Design mux_scan_ctrl, sky130hd; sources not shown.
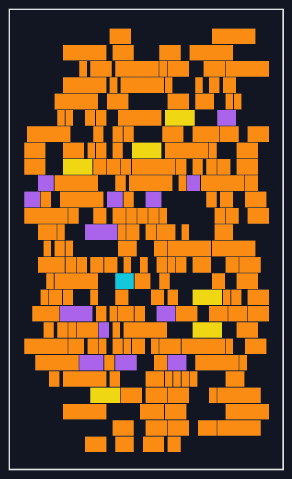
Run 1: drive-strength map
Drawn at 6 px/um.
color	size	cells	share
cyan	drive 3 to 4	1	0.49%
orange	drive 1 or less	184	90%
purple	drive 2	13	6.4%
yellow	drive 6 and up	6	2.9%
Final Instance Area: 1860 sq um
Worst Setup Slack, final: 1690 ps
Plain + repair buffers: 26
area grow syn2layout: 23.7%

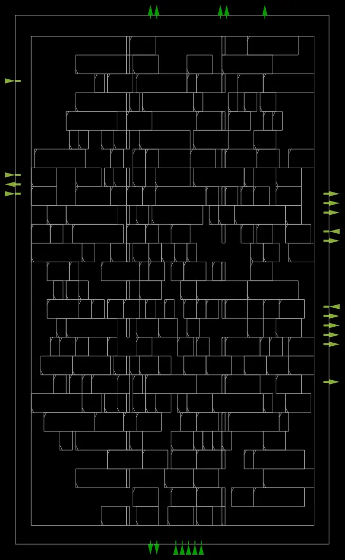
Run 1: cell placement
Filler cells: 246
n_taps: 28

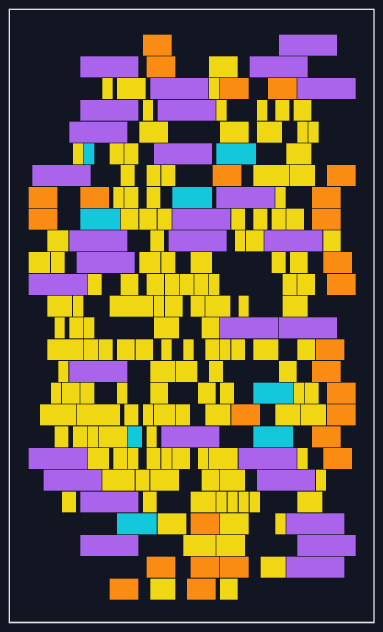
Run 1: cell classes on the final placement
Drawn at 8 px/um.
color	class	cells
purple	flip-flops	30
cyan	clock drivers and dummy loads	8
yellow	all other logic	140
orange	other buffers and delay cells	26
Post-Route Utilization: 64.1%
# rows: 26
CORE AREA: 2900 sq um

==> reports/metrics.yaml, run 1 <==
clock_tree:
  cts_resized: 0
  clkLatencyLatePin_ps: 280
  cts_sinks: 30
  postCtsHoldBufs: 0
  cts_tree: "yes"
  cts.clk_slew.worst_paths_ps: 60
  htreeDepth: 2
  postCtsSetupBuffers: 0
  cts_root_buf: "clkbuf_8"
  cts_inserted_buffers: 5
route:
  wl_per_cell_um: 15.3
  met2_length_um: 2070
  drcViolationCount: 0
  drt-total-wl_um: 3560
  initialDrtViolationCount: 19
  dr.max_layer_used: "met4"
  wl_met3_um: 108
  viasPerCell: 6.00
  wl_met1_um: 1330
  vias: 1392
  firstDrtPassIters: 4
  ant_nets: 0
power_and_ir_drop:
  power_density_nw_per_um2: 322
  ir_worst_vdd_uv: 263
  power_switching_share_pct: 27.0
  clk-power_w: 0.000221
  p_int_w: 0.000436
  pg_comb_w: 0.0000864
  seq_power_share_pct: 48.5
  clockPowerShare_pct: 37.1
  total_power_w: 0.000597
  combPwrFrac_pct: 14.5
  power-top-group: "sequential cells"
  p_switching_w: 0.000161
final_layout:
  logic_area_sq_um: 842
  nonClkBufAreaFrac_pct: 14.0
  layout_top_cell: "dfxtp_1"
  num_antenna_cells: 0
  clock_cell_area_share_pct: 4.92
  fin_cells: 232
  ff_latch_area_sq_um: 601
  nets: 216
  comb_cells: 133
  seq_share_pct: 32.4
  n_all_inverters: 7
  dominant_cells: "multi-input combinational cells"
yosys:
  synth.cell_area_sq_um: 1500
  edf_count: 0
  simple_gate_share_pct: 25.3
  yosys_area_sq_um: 1500
  synthCells: 177
  ys_top_logic_family: "simple AND/OR/NAND/NOR gates"
  ys_types: 44
  synth_flops: 30
  ys_cells: 177
  mux_share_pct: 5.34
  fp_nets: 190
  ff_type: "dfxtp_1"
  synthAoiAreaFrac_pct: 19.5
setup_path:
  cp-start-kind: "flop"
  worstSetupEndpointType: "output pin"
  reg2regPathDepth: 4
  cp_num_cells: 1
  arrival_ps: 1710
  path_delay_family: "buffers and inverters"
  cp.buffers_inverters: 1
  slowest_delay_ps: 880
  r2r_setup_slack_ps: 2560
  slowest_stage: "clkdlybuf4s50_1"
  cp_max_fo: 11
  path_class: "flop to output pin"
sta:
  max-slew-margin-rel_pct: 55.4
  fmax_mhz: 356
  setup_viol: 0
  holdWs_ps: 289
  setup-tns-final_ps: 0
  worst_slew_pin_slew_ps: 668
  hold_violations: 0
  finalMaxSlewViolations: 0
  min_period_over_period_pct: 62.3
run:
  warnings: 27
  maxCapViolations: 0
placed_design:
  dp_slack_ps: 1640
  hpwl_um: 2720
  gp_congestion: 0.868
  place_inst: 224
floorplanning:
  die_w_um: 45.4
  chipArea_sq_um: 3470
  fp_util_pct: 51.8
  die_h_um: 76.5
  ios: 27
status:
  outcome: "completed"
grt:
  gr-max-usage-layer: "met2"
  antenna_found_initial: 0
  use_met2_pct: 41.7
  grt_pass1_vias: 1406
  grt_pass1_wl_um: 5910
  overflow: 0
  grt_max_degree: 21
hold_path:
  min_path_cells: 2
[run 1: cell usage after synthesis (2+ instances only)]
cell	n	area (sq um)
dfxtp_1	30	601
nor2_1	21	78.8
a21oi_1	18	90.1
o21ai_0	10	50.1
nand2_1	9	33.8
mux2i_1	8	80.1
nand2b_1	8	50.1
inv_1	7	26.3
nor3_1	7	35.0
clkbuf_1	5	18.8
nand3_1	5	25.0
nor2b_1	4	25.0
and2_2	3	22.5
ha_1	3	37.5
nand4_1	3	18.8
xnor2_1	3	26.3
xor2_1	3	26.3
a31oi_1	2	12.5
a41oi_1	2	17.5
nor4_1	2	12.5
## Run 2: what changed since run 1
Settings changed: CORE_UTILIZATION 50 to 46, PLACE_DENSITY 0.77 to 0.74.
Clock period 4.5 ns to 2.5 ns, I/O delays scaled along.
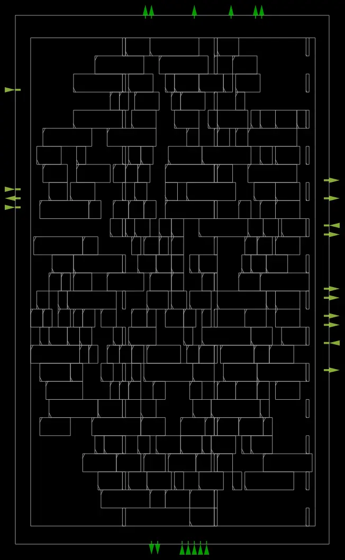
Run 2: cell placement
Post-Route Utilization: 60.4%
# rows: 27
Filler cells: 310
registers: 30

==> run 2 against run 1 <==
  * First-iteration DRC count is 58% higher
  * Critical path depth is the same
  * Non-clock buffer count increased by 3
  * Synthesized cell count did not move
  * Sequential share of layout area is 0.70 points lower
  * Total power up 81%
  * Clock-buffer cell count did not move
  * Utilization down 3.7 points
  * Routed wire length about the same
  * Final cell count rose by 7.8%
  * Combinational power is 86% higher
  * Synthesized area did not move
  * Critical path type unchanged
  * Highest routed layer unchanged
==> reports/metrics.yaml, run 2 <==
floorplanning:
  fp_util_pct: 47.7  # was 51.8%
  core-area_sq_um: 3140  # was 2900 sq um
  chipArea_sq_um: 3750  # was 3470 sq um
  die_h_um: 79.5  # was 76.5 um
  die_w_um: 47.2  # was 45.4 um
  ios: 27  # unchanged
grt:
  grt_pass1_vias: 1408  # was 1406
  grt_max_degree: 17  # was 21
  grt_pass1_wl_um: 6010  # was 5910 um
  overflow: 0  # unchanged
  use_met2_pct: 40.0  # was 41.7%
yosys:
  fp_nets: 190  # unchanged
  ys_cells: 177  # unchanged
  synth.cell_area_sq_um: 1500  # unchanged
  yosys.area.top_type: "dfxtp_1"  # unchanged
  synthTopCellsByCount: "dfxtp_1 (30), nor2_1 (21), a21oi_1 (18), o21ai_0 (10), nand2_1 (9)"  # unchanged
  synthMostInstantiatedCell: "dfxtp_1"  # unchanged
  ys_types: 44  # unchanged
  synth.area.top_cells: "dfxtp_1 (40%), a21oi_1 (6.0%), mux2i_1 (5.3%), nor2_1 (5.3%), nand2b_1 (3.3%)"  # unchanged
  synthCells: 177  # unchanged
sta:
  min_period_over_period_pct: 96.7
  max-slew-margin-rel_pct: 66.3  # was 55.4%
  fmax_mhz: 414
  worst_slack_ps: 81.9  # was 1690 ps
  finalMaxSlewViolations: 0  # unchanged
setup_path:
  slowest_delay_ps: 890  # was 880 ps
  r2r_setup_slack_ps: 640  # was 2560 ps
  cp_num_cells: 1  # unchanged
  cp.buffers_inverters: 1  # unchanged
  path_delay_family: "buffers and inverters"  # unchanged
route:
  drcViolationCount: 0  # unchanged
  wl_met3_um: 102  # was 108 um
  ant_nets: 0  # unchanged
  viasPerCell: 5.58  # was 6.00
  firstDrtPassIters: 4  # unchanged
  wl_per_cell_um: 14.3  # was 15.3 um
  dr.max_layer_used: "met4"  # unchanged
  drt-total-wl_um: 3560  # about the same
clock_tree:
  postCtsHoldBufs: 0  # unchanged
  cts_inserted_buffers: 5  # unchanged
  clkLatencyLatePin_ps: 280  # about the same
  cts_resized: 0  # unchanged
  cts.clk_slew.worst_paths_ps: 60  # about the same
  htreeDepth: 2  # unchanged
  cts_root_buf: "clkbuf_8"  # unchanged
final_layout:
  fin_area_sq_um: 1900  # was 1860 sq um
  area_growth_pct: 26.4  # was 23.7%
  layout_top_cell: "dfxtp_1"  # unchanged
  ff_latch_area_sq_um: 601  # unchanged
  logic_area_sq_um: 842  # unchanged
  num_antenna_cells: 0  # unchanged
status:
  outcome: "completed"  # unchanged
placed_design:
  hpwl_um: 2770  # was 2720 um
  dp_slack_ps: 24.9  # was 1640 ps
power_and_ir_drop:
  ir_worst_vdd_uv: 435  # was 263 uV
  clockPowerShare_pct: 37.0  # was 37.1%
  power_switching_share_pct: 27.2  # was 27.0%
  power_density_nw_per_um2: 571  # was 322 nW/um^2
  p_switching_w: 0.000295  # was 0.000161 W
  total_power_w: 0.00108  # was 0.000597 W
  p_int_w: 0.000788  # was 0.000436 W
hold_path:
  min_path_cells: 2  # unchanged
run:
  warnings: 27  # unchanged
-- run 2: netlist changes by cell type in the layout (fill, tap and decap cells not counted), sizes merged --
cell	change
buf	+3
-- run 2: kinds of logic after synthesis --
kind of cell               count (synthesis)  synth area share [%]
adders and majority gates                  3                  2.50
and+or+nand+nor                           72                  25.3
muxes                                      8                  5.34
DFF                                       30                  40.0
AOI/OAI and AO/OA                         44                  19.5
buffers and inverters                     14                  3.84
xor gates and xnor gates                   6                  3.50
-- run 2: layout make-up --
cell class	instances	area share (%)
clock buffers	7	4.55
clock inverters	1	0.264
inverters	7	1.39
multi-input cells	133	44.4
flip-flops and latches	30	31.7
well taps	43	2.84
repair buffers	29	14.9
No activity file was given, so power comes from the tool's default toggle rates.
